$ cat src/rtl/us_ranger.sv
// Ultrasonic ranging controller: issues a trigger pulse, times the echo in microseconds
// using a 1 MHz time base, converts to centimetres and posts the result with a valid strobe.
module us_ranger #(
    parameter int unsigned TRIG_US    = 10,
    parameter int unsigned TIMEOUT_US = 30000,
    parameter int unsigned HOLDOFF_US = 10000,
    parameter int unsigned CM_DIV     = 58
) (
    input  logic        clk_in,
    input  logic        rst_n,
    input  logic        clk_1mhz,
    input  logic        start,
    input  logic        echo,
    output logic        trig,
    output logic        busy,
    output logic [15:0] echo_us,
    output logic [9:0]  distance_cm,
    output logic        valid,
    output logic        timeout
);

    localparam logic [15:0] TrigCnt    = 16'(TRIG_US);
    localparam logic [15:0] TimeoutCnt = 16'(TIMEOUT_US);
    localparam logic [15:0] HoldoffCnt = 16'(HOLDOFF_US);
    localparam logic [15:0] CmDiv      = 16'(CM_DIV);

    typedef enum logic [2:0] {
        StIdle, StTrig, StWaitEcho, StMeasure, StCalc, StDone, StHoldoff
    } state_e;

    state_e      state_q, state_d;
    logic [15:0] cnt_q, cnt_d;
    logic [15:0] rem_q, rem_d;
    logic [9:0]  quo_q, quo_d;
    logic        trig_q, trig_d;
    logic        busy_q, busy_d;
    logic        valid_q, valid_d;
    logic        timeout_q, timeout_d;
    logic [15:0] echo_us_q, echo_us_d;
    logic [9:0]  dist_q, dist_d;
    logic        clk_1mhz_q;
    logic        echo_meta_q, echo_s_q;

    logic        tick;
    logic [15:0] cnt_inc;

    // clk_1mhz is generated in the clk_in domain, so an edge detect is enough
    assign tick    = clk_1mhz & ~clk_1mhz_q;
    assign cnt_inc = cnt_q + 16'd1;

    always_ff @(posedge clk_in or negedge rst_n) begin
        if (!rst_n) begin
            state_q     <= StIdle;
            cnt_q       <= '0;
            rem_q       <= '0;
            quo_q       <= '0;
            trig_q      <= 1'b0;
            busy_q      <= 1'b0;
            valid_q     <= 1'b0;
            timeout_q   <= 1'b0;
            echo_us_q   <= '0;
            dist_q      <= '0;
            clk_1mhz_q  <= 1'b0;
            echo_meta_q <= 1'b0;
            echo_s_q    <= 1'b0;
        end else begin
            state_q     <= state_d;
            cnt_q       <= cnt_d;
            rem_q       <= rem_d;
            quo_q       <= quo_d;
            trig_q      <= trig_d;
            busy_q      <= busy_d;
            valid_q     <= valid_d;
            timeout_q   <= timeout_d;
            echo_us_q   <= echo_us_d;
            dist_q      <= dist_d;
            clk_1mhz_q  <= clk_1mhz;
            echo_meta_q <= echo;
            echo_s_q    <= echo_meta_q;
        end
    end

    always_comb begin
        state_d   = state_q;
        cnt_d     = cnt_q;
        rem_d     = rem_q;
        quo_d     = quo_q;
        trig_d    = trig_q;
        busy_d    = busy_q;
        valid_d   = 1'b0;
        timeout_d = timeout_q;
        echo_us_d = echo_us_q;
        dist_d    = dist_q;
        unique case (state_q)
            StIdle: begin
                if (start) begin
                    state_d = StTrig;
                    trig_d  = 1'b1;
                    busy_d  = 1'b1;
                    cnt_d   = '0;
                end
            end
            StTrig: begin
                if (tick) begin
                    if (cnt_inc == TrigCnt) begin
                        trig_d  = 1'b0;
                        cnt_d   = '0;
                        state_d = StWaitEcho;
                    end else begin
                        cnt_d = cnt_inc;
                    end
                end
            end
            StWaitEcho: begin
                if (echo_s_q) begin
                    state_d = StMeasure;
                    cnt_d   = '0;
                end else if (tick) begin
                    if (cnt_inc == TimeoutCnt) begin
                        state_d   = StDone;
                        timeout_d = 1'b1;
                        valid_d   = 1'b1;
                    end else begin
                        cnt_d = cnt_inc;
                    end
                end
            end
            StMeasure: begin
                // Falling edge is tested first so it wins over a coincident timeout
                if (!echo_s_q) begin
                    state_d   = StCalc;
                    echo_us_d = cnt_q;
                    rem_d     = cnt_q;
                    quo_d     = '0;
                end else if (tick) begin
                    if (cnt_inc == TimeoutCnt) begin
                        state_d   = StDone;
                        timeout_d = 1'b1;
                        echo_us_d = TimeoutCnt;
                        valid_d   = 1'b1;
                    end else begin
                        cnt_d = cnt_inc;
                    end
                end
            end
            StCalc: begin
                if (rem_q >= CmDiv) begin
                    rem_d = rem_q - CmDiv;
                    quo_d = quo_q + 10'd1;
                end else begin
                    dist_d    = quo_q;
                    timeout_d = 1'b0;
                    valid_d   = 1'b1;
                    state_d   = StDone;
                end
            end
            StDone: begin
                cnt_d   = '0;
                state_d = StHoldoff;
            end
            StHoldoff: begin
                if (tick) begin
                    if (cnt_inc == HoldoffCnt) begin
                        state_d = StIdle;
                        busy_d  = 1'b0;
                    end else begin
                        cnt_d = cnt_inc;
                    end
                end
            end
            default: state_d = StIdle;
        endcase
    end

    assign trig        = trig_q;
    assign busy        = busy_q;
    assign valid       = valid_q;
    assign timeout     = timeout_q;
    assign echo_us     = echo_us_q;
    assign distance_cm = dist_q;

endmodule
$ cat config.mk
export PLATFORM = sky130hd
export DESIGN_NAME = us_ranger
export DESIGN_NICKNAME = d
export VERILOG_FILES = /design/src/rtl/us_ranger.sv
export SDC_FILE = /design/constraint.sdc
export NUM_CORES = 1
export LEC_CHECK = 0
export ABC_AREA = 1
export CAP_MARGIN = 20
export CORE_MARGIN = 2
export CORE_UTILIZATION = 64
export CTS_CLUSTER_DIAMETER = 50
export DETAILED_ROUTE_END_ITERATION = 6
export PLACE_DENSITY = 0.95
export SYNTH_ARGS = -nofsm -noshare
export SYNTH_HDL_FRONTEND = slang
export SYNTH_SLANG_ARGS = --single-unit
$ cat constraint.sdc
create_clock -name clk_in -period 3.6 [get_ports clk_in]
set_input_delay 0.36 -clock clk_in [delete_from_list [all_inputs] [get_ports clk_in]]
set_output_delay 0.36 -clock clk_in [all_outputs]
set_load 0.1 [all_outputs]
Figure 1. Metal 1.
Scale bar: 20 µm.
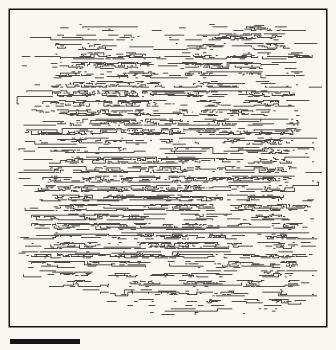
wire length on this layer: 5340 µm
longest straight run: 53.8 µm
share of all routed wire: 41%
nets with wire on the layer: 671

Figure 2. M2 wires.
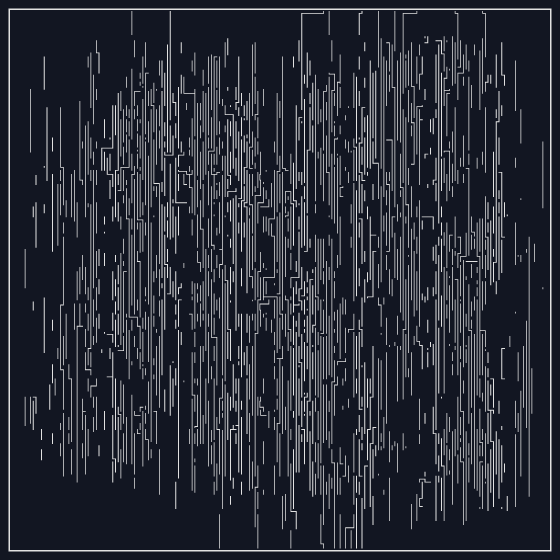
share of all routed wire: 47%
wire length on this layer: 6160 µm
longest straight run: 43.5 µm
nets with wire on the layer: 618

==> flow_summary.yaml <==
# yosys + openroad results
synth:
  ys_types: 40
  ys_sh_aoi_pct: 13.0
  synth.logic.top_family: "simple AND/OR/NAND/NOR gates"
  synthArstFlopShare_pct: 100
cts:
  ctsResizeCount: 0
  clock_path_buffers: 2
  clk_latency_ns: 0.37
  root_buffer: "clkbuf_8"
routing:
  routed_wl_mm: 13.2
  postRouteAntennaNets: 0
pwr:
  p_leak_nw: 2.62
  intPower_mw: 1.22
  comb_power_mw: 0.220
  switching_share_pct: 32.7
final_timing:
  setup_ws_ns: 0.838
  finalCritPeriodShare_pct: 76.7
  fin_skew_ns: 0.00728
cells_and_area:
  inv_count: 75
  fin_util_pct: 74.1
  layout_top_cell: "nand2_1"
  dominant_cells: "logic gates"
  area_growth_pct: 11.8
job:
  warnings: 27
outcome:
  run_status: "complete, no violations"
setup_path:
  slowest_delay_ns: 0.51
  setup.worst_path.start_class: "register"
grt:
  grt.overflow.total: 0
placement:
  io_buffers: 34
Figure 3. M3 wires.
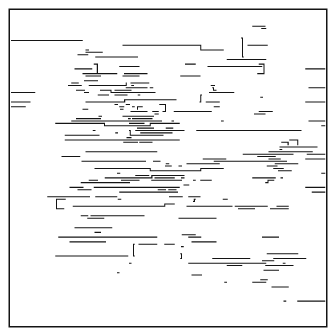
share of all routed wire: 9.3%
main direction: horizontal
wire length on this layer: 1220 µm

Figure 4. Signal wires on met4.
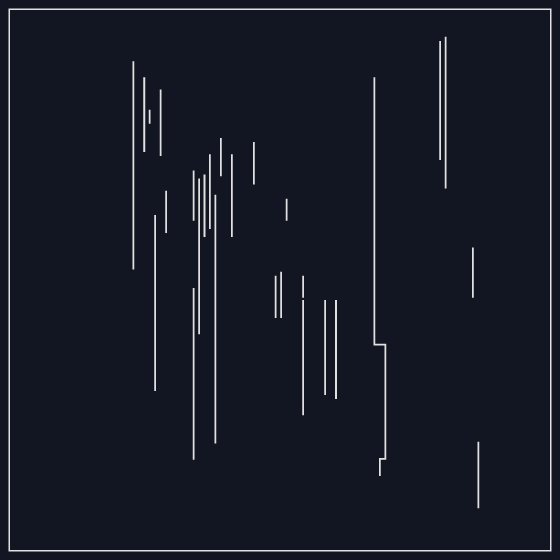
main direction: vertical
longest straight run: 44.7 µm
nets with wire on the layer: 25
share of all routed wire: 3.5%
wire length on this layer: 454 µm

## state kept, by name (all words and copies together) (netlist names)
name         count
echo_us         16
quo_q           10
distance_cm     10
state_q          3
rem_q           15
cnt_q           16
clk_1mhz_q       1
valid            1
trig             1
timeout          1
busy             1
echo_meta_q      1
echo_s_q         1
## per-layer routing
layer / vias up / track usage (%) / share of wire, % / wire (µm)
met2: 332 / 54.2 / 47 / 6160
met5: - / 0 / 0 / 0
met1: 2334 / 44.4 / 41 / 5340
met4: 0 / 14.5 / 3.4 / 454
li1: 2300 / - / - / -
met3: 59 / 5.43 / 9.3 / 1220
## worst max-delay path: cells and delay by family, from the launching register on
kind                     cells  cell delay (ns)
AND-OR/OR-AND                1             0.10
adder cells (fa/ha/maj)      1             0.32
flip-flops                   1             0.51
AND/OR/NAND/NOR             14             1.73
Power and IR drop assume default switching activity.
